## src/rtl/blinker_pkg.sv

```systemverilog
// blinker_pkg: mode encodings and step width shared by the pattern blinker
package blinker_pkg;
  localparam int STEP_WIDTH = 3;
  typedef enum logic [1:0] {
    MODE_OFF    = 2'd0,
    MODE_STEADY = 2'd1,
    MODE_BLINK  = 2'd2,
    MODE_TOGGLE = 2'd3
  } mode_e;
endpackage

```

## src/rtl/blink_timebase.sv

```systemverilog
// blink_timebase: shared half-period counter, 3-bit step and step tick
module blink_timebase
  import blinker_pkg::*;
#(
  parameter int CNT_WIDTH = 24
) (
  input  logic                  clk,
  input  logic                  reset_n,
  input  logic [CNT_WIDTH-1:0]  half_period,
  input  logic                  sync,
  output logic [STEP_WIDTH-1:0] step,
  output logic                  step_tick
);
  logic [CNT_WIDTH-1:0] cnt, last;
  logic terminal;
  // >= rather than == so lowering half_period mid-count wraps immediately
  assign last = (half_period == '0) ? '0 : half_period - CNT_WIDTH'(1);
  assign terminal = cnt >= last;
  always_ff @(posedge clk or negedge reset_n)
    if (!reset_n) begin
      cnt       <= '0;
      step      <= '0;
      step_tick <= 1'b0;
    end else if (sync) begin
      cnt       <= '0;
      step      <= '0;
      step_tick <= 1'b0;
    end else if (terminal) begin
      cnt       <= '0;
      step      <= step + STEP_WIDTH'(1);
      step_tick <= 1'b1;
    end else begin
      cnt       <= cnt + CNT_WIDTH'(1);
      step_tick <= 1'b0;
    end
endmodule

```

## src/rtl/pattern_blinker.sv

```systemverilog
// pattern_blinker: per-channel lamp drivers (off/steady/blink/toggle) on a shared timebase
module pattern_blinker
  import blinker_pkg::*;
#(
  parameter int CHANNELS  = 4,
  parameter int CNT_WIDTH = 24
) (
  input  logic                  clk,
  input  logic                  reset_n,
  input  logic [CHANNELS-1:0]   enable,
  input  logic [2*CHANNELS-1:0] mode,
  input  logic [CNT_WIDTH-1:0]  half_period,
  input  logic                  sync,
  output logic [CHANNELS-1:0]   out,
  output logic                  step_tick
);
  logic [STEP_WIDTH-1:0] step;
  logic even;
  blink_timebase #(.CNT_WIDTH(CNT_WIDTH)) u_timebase (
    .clk(clk),
    .reset_n(reset_n),
    .half_period(half_period),
    .sync(sync),
    .step(step),
    .step_tick(step_tick)
  );
  assign even = (step & STEP_WIDTH'(1)) == '0;
  for (genvar g = 0; g < CHANNELS; g++) begin : g_ch
    mode_e md;
    logic tog, tog_next, out_next, out_q;
    // toggle holds while disabled and is cleared whenever the channel leaves TOGGLE
    always_comb begin
      md       = mode_e'(mode[2*g +: 2]);
      tog_next = (md == MODE_TOGGLE) && (enable[g] ? ~tog : tog);
      out_next = (md == MODE_TOGGLE) ? tog_next
               : enable[g] && (md == MODE_STEADY || (md == MODE_BLINK && even));
    end
    always_ff @(posedge clk or negedge reset_n)
      if (!reset_n) begin
        tog   <= 1'b0;
        out_q <= 1'b0;
      end else begin
        tog   <= tog_next;
        out_q <= out_next;
      end
    assign out[g] = out_q;
  end
endmodule

```

## config.mk

```make
export PLATFORM = sky130hd
export DESIGN_NAME = pattern_blinker
export DESIGN_NICKNAME = d
export VERILOG_FILES = /design/src/rtl/blinker_pkg.sv /design/src/rtl/blink_timebase.sv /design/src/rtl/pattern_blinker.sv
export SDC_FILE = /design/constraint.sdc
export NUM_CORES = 1
export LEC_CHECK = 0
export CAP_MARGIN = 20
export CORE_ASPECT_RATIO = 0.5
export CORE_UTILIZATION = 49
export CTS_CLUSTER_DIAMETER = 60
export DETAILED_ROUTE_END_ITERATION = 10
export PLACE_DENSITY = 0.77
export REMOVE_ABC_BUFFERS = 1
export SLEW_MARGIN = 20
export SYNTH_ARGS = -nofsm -noshare
export SYNTH_HDL_FRONTEND = slang
export SYNTH_SLANG_ARGS = --single-unit
```

## constraint.sdc

```tcl
create_clock -name clk -period 2.4 [get_ports clk]
set_clock_uncertainty 0.2 [all_clocks]
set_input_delay 0.36 -clock clk [delete_from_list [all_inputs] [get_ports clk]]
set_output_delay 0.36 -clock clk [all_outputs]
set_load 0.01 [all_outputs]
```

Fig. 1: run 1, floorplan with the power grid
Bar = 20 um. Pins as bars on the die edge.
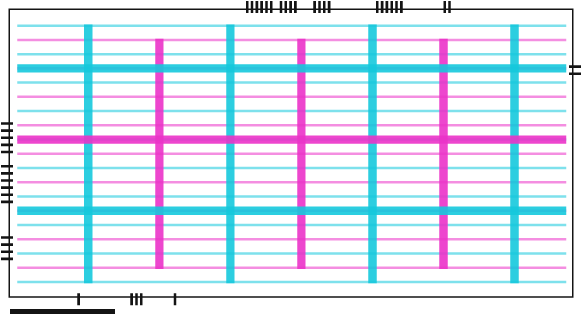
- magenta: VDD
- cyan: VSS
- met4 straps: 7
- met5 straps: 3

Fig. 2: run 1, cell classes on the final placement
Bar = 20 um.
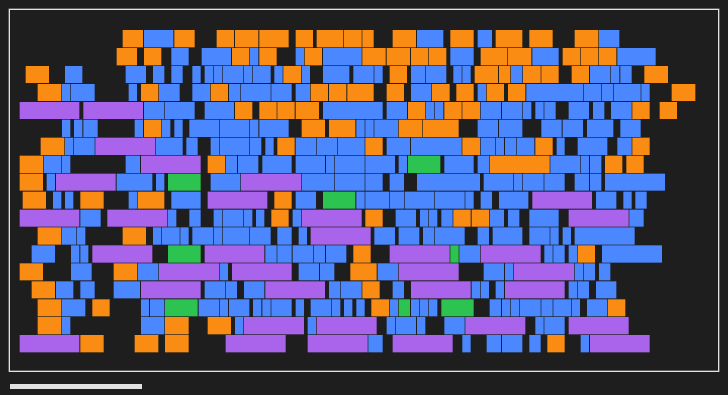
- orange: remaining buffers and delay cells (cells 103)
- green: clock drivers and dummy loads (cells 8)
- blue: remaining logic cells (cells 271)
- purple: registers (cells 34)

==> qor.yml, run 1 <==
cells_and_area:
  diodes: 0
  final_common_cell: "buf_4"
  syn_to_final_growth_pct: 44.2
  utilization_pct: 76.3
  final_layout_top_logic_cells: "55 x buf_4, 44 x nand2_1, 43 x nor2_1, 34 x dfrtp_1, 31 x clkdlybuf4s50_1"
  stdcell_count: 486
  design_area_mm2: 0.00392
  layout.nets: 481
  drive_gt1_share_pct: 24.8
logic_synthesis:
  yosys.area.top_type_share_pct: 31.3
  ys_warn_count: 0
  edf_count: 0
  syn_area_per_cell_um2: 8.63
  netlist_area_mm2: 0.00272
  largest_area_cell: "dfrtp_1"
  ys_cells: 315
  synthArstFlopShare_pct: 100
  ys_types: 44
  ys_area_mm2: 0.00272
  syn_inst: 315
grt:
  track_usage_pct: 26.3
  grt_pass1_vias: 2516
  antenna_found_initial: 0
  overflow: 0
power:
  finalPower_mw: 1.35
  p_switching_uw: 368
  switching_share_pct: 27.2
  combPwrFrac_pct: 22.2
  leakagePower_nw: 1.80
  internal_power_uw: 984
place:
  gp_congestion: 0.799
  place_worst_setup_slack_ns: -1.93
  io_buffers: 43
  place_area_mm2: 0.00355
  dp_hpwl_um: 5350
worst_hold_path:
  hold_path_class: "in2async"
critical_path:
  r2r_cells: 6
  cp.required_ns: 2.39
  critPathKind: "in2reg"
  critPathCaptureType: "flip-flop"
  path_buffers: 2
  slowest_stage: "or4_4"
  crit_top_cell: "buf_6"
  path_depth: 12
  path_cells: "buf_6 -> or4_4 -> nor4b_4 -> nand2b_1 -> or3_4 -> buf_6 -> or2b_1 -> ha_1 -> a2111o_1 -> a21oi_2 -> o211a_1 -> mux2_4"
  cp_top_family: "simple AND/OR/NAND/NOR gates"
  reg2reg_slack_ns: 0.03
  cp_max_fo: 7
  cpPeakStageDelay_ns: 0.54
  worst_setup_path_startpoint: "half_period[13]"
clock_network:
  clockBufferDepth: 2
  tritoncts: "done"
  cts_buffers: 5
  root_buffer: "clkbuf_8"
  cts.clk_slew.worst_paths_ns: 0.07
  htree_levels: 2
  clock_sinks: 34
timing:
  worstMarginPinSlew_ns: 0.447
  setup_tns_ns: -29.50
  rsz0062_at_grt: "true"
  fin_crit_ns: 3.59
  setup_violations: 26
  whs_ns: 0.292
  period_used_pct: 150
  layout_setup_ws_ns: -1.19
  timing_hold_violations_final: 0
floorplanning:
  fp-row-count: 18
  die_w_um: 107
  die_h_um: 54.7
  fp_util_pct: 52.9
  chip_area_mm2: 0.00587
  core_area_mm2: 0.00513
  io_pins: 44
routing:
  drc: 0
  finalWirelength_um: 7570
  via_count: 2730
  firstDrtPassIters: 4
  wire_per_inst_um: 15.6
  drtAntennaViolNets: 0
run:
  drv_cap: 0
  log.warning_count: 28
run_status:
  violations: "setup timing"
  status: "finished, violations left"
Fig. 3: run 1, clock network drawn from the DEF
Bar = 20 um.
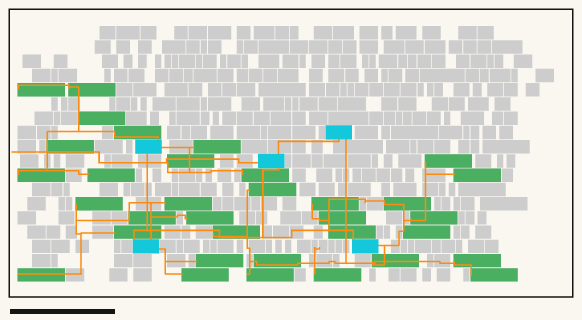
- cyan: clock-net drivers (count 5)
- orange: clock wires (length 512 um)
- green: flip-flops (count 34)
- routed clock nets: 6

run 1: cell type report:
type,count,area (um2)
inverters,7,26.3
fillers,341,1210
clock buffers,7,86.3
repair buffers,103,911
well taps,70,87.6
multi-input cells,264,1950
clock inverters,1,5.00
flip-flops and latches,34,851
run 1: routing by layer:
layer,global-route usage (%),wire length [um],vias to the layer above
met5,0,0,-
met4,6.62,133,0
met3,5.12,308,16
met2,47.8,3850,74
met1,33.1,3270,1339
li1,-,-,1301
run 1: power by group through the flow:
stage / clock network [mW] / registers, mW / logic (mW)
finish: 0.455 / 0.597 / 0.300
global placement: 0 / 0.606 / 0.259
floorplan: 0 / 0.609 / 0.0975
CTS: 0.459 / 0.596 / 0.281
detailed placement: 0 / 0.607 / 0.272
global route: 0.481 / 0.598 / 0.327
run 1: cells in the mapped netlist (2+ instances only):
cell and number:
inv_1 7, nand3_1 12, and2_0 2, nand4_1 7, or4_1 2, clkbuf_1 3, nor3_1 11, buf_4 4
nor4_1 5, xnor2_1 28, buf_6 2, nor2_1 44, a32o_1 4, nand3b_1 6, xor2_1 18, and4_1 5
a21oi_1 9, dfrtp_1 34, nand2b_1 3, o21ai_0 5, and3_1 5, nand4b_1 4, ha_1 27, nand2_1 48
run 1: how the worst min path moves through the flow:
stage / end / cells past startpoint / slack [ns] / from
after floorplan: g_ch[0].out_q$_DFF_PN0_ / 0 / -0.14 / reset_n
after global placement: u_timebase.cnt[0]$_DFF_PN0_ / 2 / 0.33 / u_timebase.cnt[0]$_DFF_PN0_
after detailed placement: u_timebase.cnt[0]$_DFF_PN0_ / 2 / 0.34 / u_timebase.cnt[0]$_DFF_PN0_
after CTS: u_timebase.cnt[7]$_DFF_PN0_ / 2 / 0.29 / reset_n
after global routing: u_timebase.step_tick$_DFF_PN0_ / 2 / 0.34 / reset_n
final: u_timebase.step_tick$_DFF_PN0_ / 2 / 0.29 / reset_n
run 1: state kept, by name (all words and copies together), names as in the netlist:
signal and count:
u_timebase.step 1, g_ch.out_q 4, g_ch.tog 4, u_timebase.cnt 24, u_timebase.step_tick 1
run 1: cells by family (layout without fill, tap and decap cells):
family                     Yosys count  in the layout  synth area share, %
adders and majority gates           27             27                 12.4
buffers and inverters               17            118                 3.50
muxes                                2              2                0.782
and+or+nand+nor                    164            164                 30.8
xor gates and xnor gates            46             46                 14.8
DFF                                 34             34                 31.3
AOI/OAI and AO/OA                   25             25                 6.40
run 1: repair_timing:
action                     4_1_cts  5_1_grt
hold buffers                     0        0
setup endpoints to repair       26       26
setup buffers                    6        3
pin swaps                       18       18
gates cloned                     0        1
resized                         47       26
## Run 2: what changed since run 1
- CORE_UTILIZATION: 49 -> 54
- PLACE_DENSITY: 0.77 -> 0.81
- clock period: 2.4 -> 3.9 ns (I/O delays scaled with it)
Fig. 4: run 2, signal wires by layer
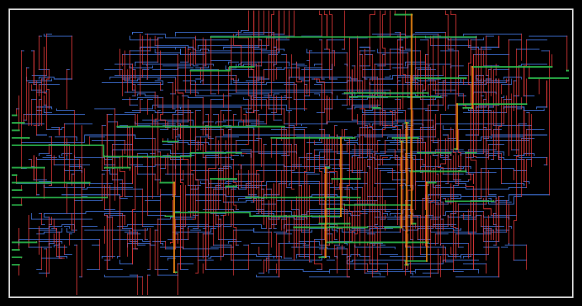
- red: M2 (wire length 3780 um)
- blue: M1 (wire length 3230 um)
- green: M3 (wire length 459 um)
- orange: M4 (wire length 156 um)

Fig. 5: run 2, floorplan with the power grid
Bar = 20 um. Pins as bars on the die edge.
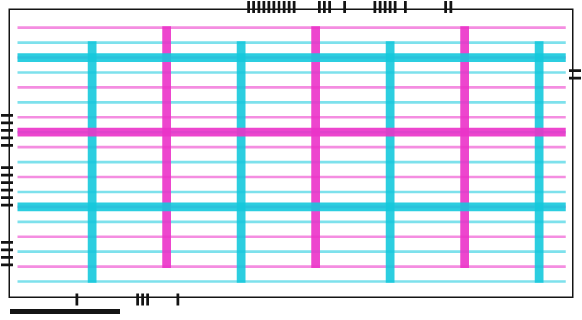
- cyan: VSS
- magenta: VDD
- met1 rails: 18
- met4 straps: 7

==> qor.yml, run 2 <==
timing:
  setup_violations: 0  # -100%
  worstMarginPinSlew_ns: 0.445  # -0.00148 ns
  timing_hold_violations_final: 0  # unchanged
  setup_tns_ns: 0  # +29.50 ns
  maxSlewHeadroom_pct: 70.3
  max_freq_ghz: 0.258
  drv_slew: 0
  fin_crit_ns: 3.87
  period_used_pct: 99.2
  rsz0062_at_grt: "true"
cells_and_area:
  layout.nets: 465  # -3.3%
  drive_gt1_share_pct: 22.0  # -2.8 points
  stdcell_count: 466  # -4.1%
  syn_to_final_growth_pct: 39.4
  top_register: "u_timebase.cnt"
  largest_reg_flops: 24  # unchanged
  diodes: 0  # unchanged
  design_area_mm2: 0.00379  # -3.3%
  final_layout_top_logic_cells: "44 x nor2_1, 42 x nand2_1, 37 x buf_4, 34 x dfrtp_1, 32 x clkdlybuf4s50_1"
  top_regs: "u_timebase.cnt: 24 flops, g_ch.out_q: 4 flops, g_ch.tog: 4 flops"
  final_common_cell: "nor2_1"
logic_synthesis:
  ys_cells: 315  # unchanged
  area_leaders: "dfrtp_1 31%, ha_1 12%, xnor2_1 9.0%"
  synth_dominant_cell_count: "nand2_1"
  ys_warn_count: 0  # unchanged
  netlist_area_mm2: 0.00272  # unchanged
  ys.flops: 34
  ys_types: 44  # unchanged
  syn_area_per_cell_um2: 8.63  # unchanged
  largest_area_cell: "dfrtp_1"
  flop_cell: "dfrtp_1"
  edf_count: 0  # unchanged
  common_cells: "48 x nand2_1, 44 x nor2_1, 34 x dfrtp_1"
  yosys.area.top_type_share_pct: 31.3  # unchanged
  synthArstFlopShare_pct: 100  # unchanged
  ys_seq_share_pct: 31.3
  ys_area_mm2: 0.00272  # unchanged
  syn_inst: 315  # unchanged
routing:
  via_count: 2681  # -1.8%
  firstDrtPassIters: 4  # unchanged
  drc: 0  # unchanged
  drt_iter0_drc: 143
  finalWirelength_um: 7620  # +0.73%
  drtAntennaViolNets: 0  # unchanged
  viasPerCell: 5.75
  wire_per_inst_um: 16.4  # +5.0%
run:
  drv_cap: 0  # unchanged
  log.warning_count: 27  # -3.6%
floorplanning:
  io_pins: 44  # unchanged
  chip_area_mm2: 0.00534  # -9.0%
  die_h_um: 52.2  # -4.6%
  core_area_mm2: 0.00462  # -10%
  fp-row-count: 17  # -1
  fp_util_pct: 58.9  # +6.0 points
  die_w_um: 102  # -4.7%
critical_path:
  critPathKind: "in2reg"
  path_buffers: 2  # unchanged
  slowest_stage: "or4_4"
  cpPeakStageDelay_ns: 0.55  # about the same
  cp_top_family: "simple AND/OR/NAND/NOR gates"
  path_cells: "buf_6 -> or4_4 -> nor4b_4 -> nand2b_1 -> or3_4 -> buf_8 -> nand2_2 -> ha_4 -> nand4_1 -> nor4_4 -> nand4_1 -> o211a_4 -> mux2_4"
  crit_arrival_ns: 3.85
  cp.required_ns: 3.88  # +1.49 ns
  cp_max_fo: 8  # +1
  critPathCaptureType: "flip-flop"
  crit_top_cell: "nand4_1"
  worstSetupStartpointType: "primary input"
place:
  dp_hpwl_um: 5100  # -4.7%
  io_buffers: 43  # unchanged
  gp_congestion: 0.896  # +12%
  dp.cells: 452
  place_area_mm2: 0.00345  # -2.9%
power:
  power_per_cell_area_mw_per_mm2: 219
  switching_share_pct: 27.4  # +0.22 points
  p_switching_uw: 228  # -38%
  ir_worst_vdd_mv: 0.172
  p_clk_share_pct: 33.9
  leakagePower_nw: 1.73  # -4.0%
  seq_power_share_pct: 44.3
  combPwrFrac_pct: 21.8  # -0.4 points
  internal_power_uw: 602  # -39%
grt:
  top_usage_layer: "met2"
  grt_use_met2_pct: 49.1  # +1.3 points
  grt_pass1_vias: 2614  # +3.9%
  overflow: 0  # unchanged
  use_met1_pct: 37.5  # +4.4 points
  grt_max_degree: 35
  grt_pass1_wl_um: 11700
  use_met3_pct: 6.53  # +1.4 points
  track_usage_pct: 28.5  # +2.2 points
  antenna_found_initial: 0  # unchanged
worst_hold_path:
  hold_path_class: "reg2reg"
clock_network:
  worst_skew_pair.late_latency_ns: 0.30
  cts_hold_buf: 0  # unchanged
  cts.clk_slew.worst_paths_ns: 0.07  # about the same
  root_buffer: "clkbuf_8"
  clockBufferDepth: 2  # unchanged
  clock_sinks: 34  # unchanged
  htree_levels: 2  # unchanged
  cts_buffers: 5  # unchanged
  tritoncts: "done"
run_status:
  status: "finished clean"
Fig. 6: run 2, cell classes on the final placement
Bar = 20 um.
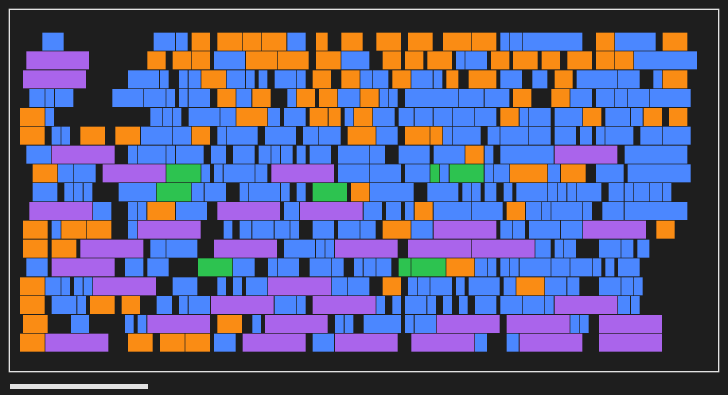
- purple: registers (cells 34)
- blue: remaining logic cells (cells 272)
- orange: remaining buffers and delay cells (cells 86)
- green: clock drivers and dummy loads (cells 8)

## run 2: cell counts after synthesis
Identical to the previous run, type by type.
## run 2: routing by layer
metal  routed length [um]  vias up
met2                 3780       88
met3                  458       18
met5                    0        -
met4                  156        0
met1                 3230     1304
li1                     -     1271
## run 2: power by group through the flow
| stage | Combinational [mW] | Clock, mW | Sequential (mW) |
|---|---|---|---|
| after floorplan | 0.0600 | 0 | 0.375 |
| after global placement | 0.156 | 0 | 0.374 |
| after detailed placement | 0.163 | 0 | 0.374 |
| after CTS | 0.167 | 0.282 | 0.367 |
| after global routing | 0.197 | 0.300 | 0.369 |
| final | 0.181 | 0.282 | 0.368 |
## run 2: layout make-up
cell class / count / area [um2]
Clock buffer: 7 / 86.3
Clock inverter: 1 / 5.00
Fill cell: 288 / 826
Inverter: 7 / 26.3
Multi-Input combinational cell: 265 / 1970
Sequential cell: 34 / 851
Tap cell: 66 / 82.6
Timing Repair Buffer: 86 / 768
## run 2: path summary, 6_finish.rpt
check / start / to / slack, ns / cells after the start
max in group asynchronous: reset_n / u_timebase.cnt[17]$_DFF_PN0_ / 2.68 / 2
max: half_period[16] / u_timebase.step[0]$_DFFE_PN0P_ / 0.03 / 13
max reg2reg: u_timebase.cnt[16]$_DFF_PN0_ / u_timebase.step[0]$_DFFE_PN0P_ / 1.41 / 6
min: u_timebase.cnt[0]$_DFF_PN0_ / u_timebase.cnt[0]$_DFF_PN0_ / 0.33 / 1
min in group asynchronous: reset_n / u_timebase.cnt[8]$_DFF_PN0_ / 0.50 / 2
min reg2reg: u_timebase.cnt[0]$_DFF_PN0_ / u_timebase.cnt[0]$_DFF_PN0_ / 0.33 / 1
## run 2: repair_timing
action                                  4_1_cts  5_1_grt
gates cloned                                  1        1
endpoints found under the setup margin       26       26
resized                                      32       39
setup buffers                                 2        2
pin swaps                                    18       15
## run 2: cell families (layout without fill, tap and decap cells)
logic type	Yosys count	after routing	synth area share [%]
flip-flops	34	34	31.3
adder cells (fa/ha/maj)	27	27	12.4
buffers and inverters	17	101	3.50
XOR/XNOR	46	46	14.8
multiplexers	2	2	0.782
AND/OR/NAND/NOR	164	165	30.8
AND-OR/OR-AND	25	25	6.40
## run 2: metrics by stage
stage	hold WS, ns	utilization [%]	setup WS, ns	power [mW]
after floorplan	0.0894	-	-0.648	0.435
after global placement	0.309	74.7	-0.575	0.529
after detailed placement	0.321	74.7	-0.653	0.538
after CTS	0.330	78.4	0.00139	0.817
after global routing	0.347	82.1	-0.0772	0.866
final	0.325	82.1	0.0308	0.830
Power and IR drop assume default switching activity.
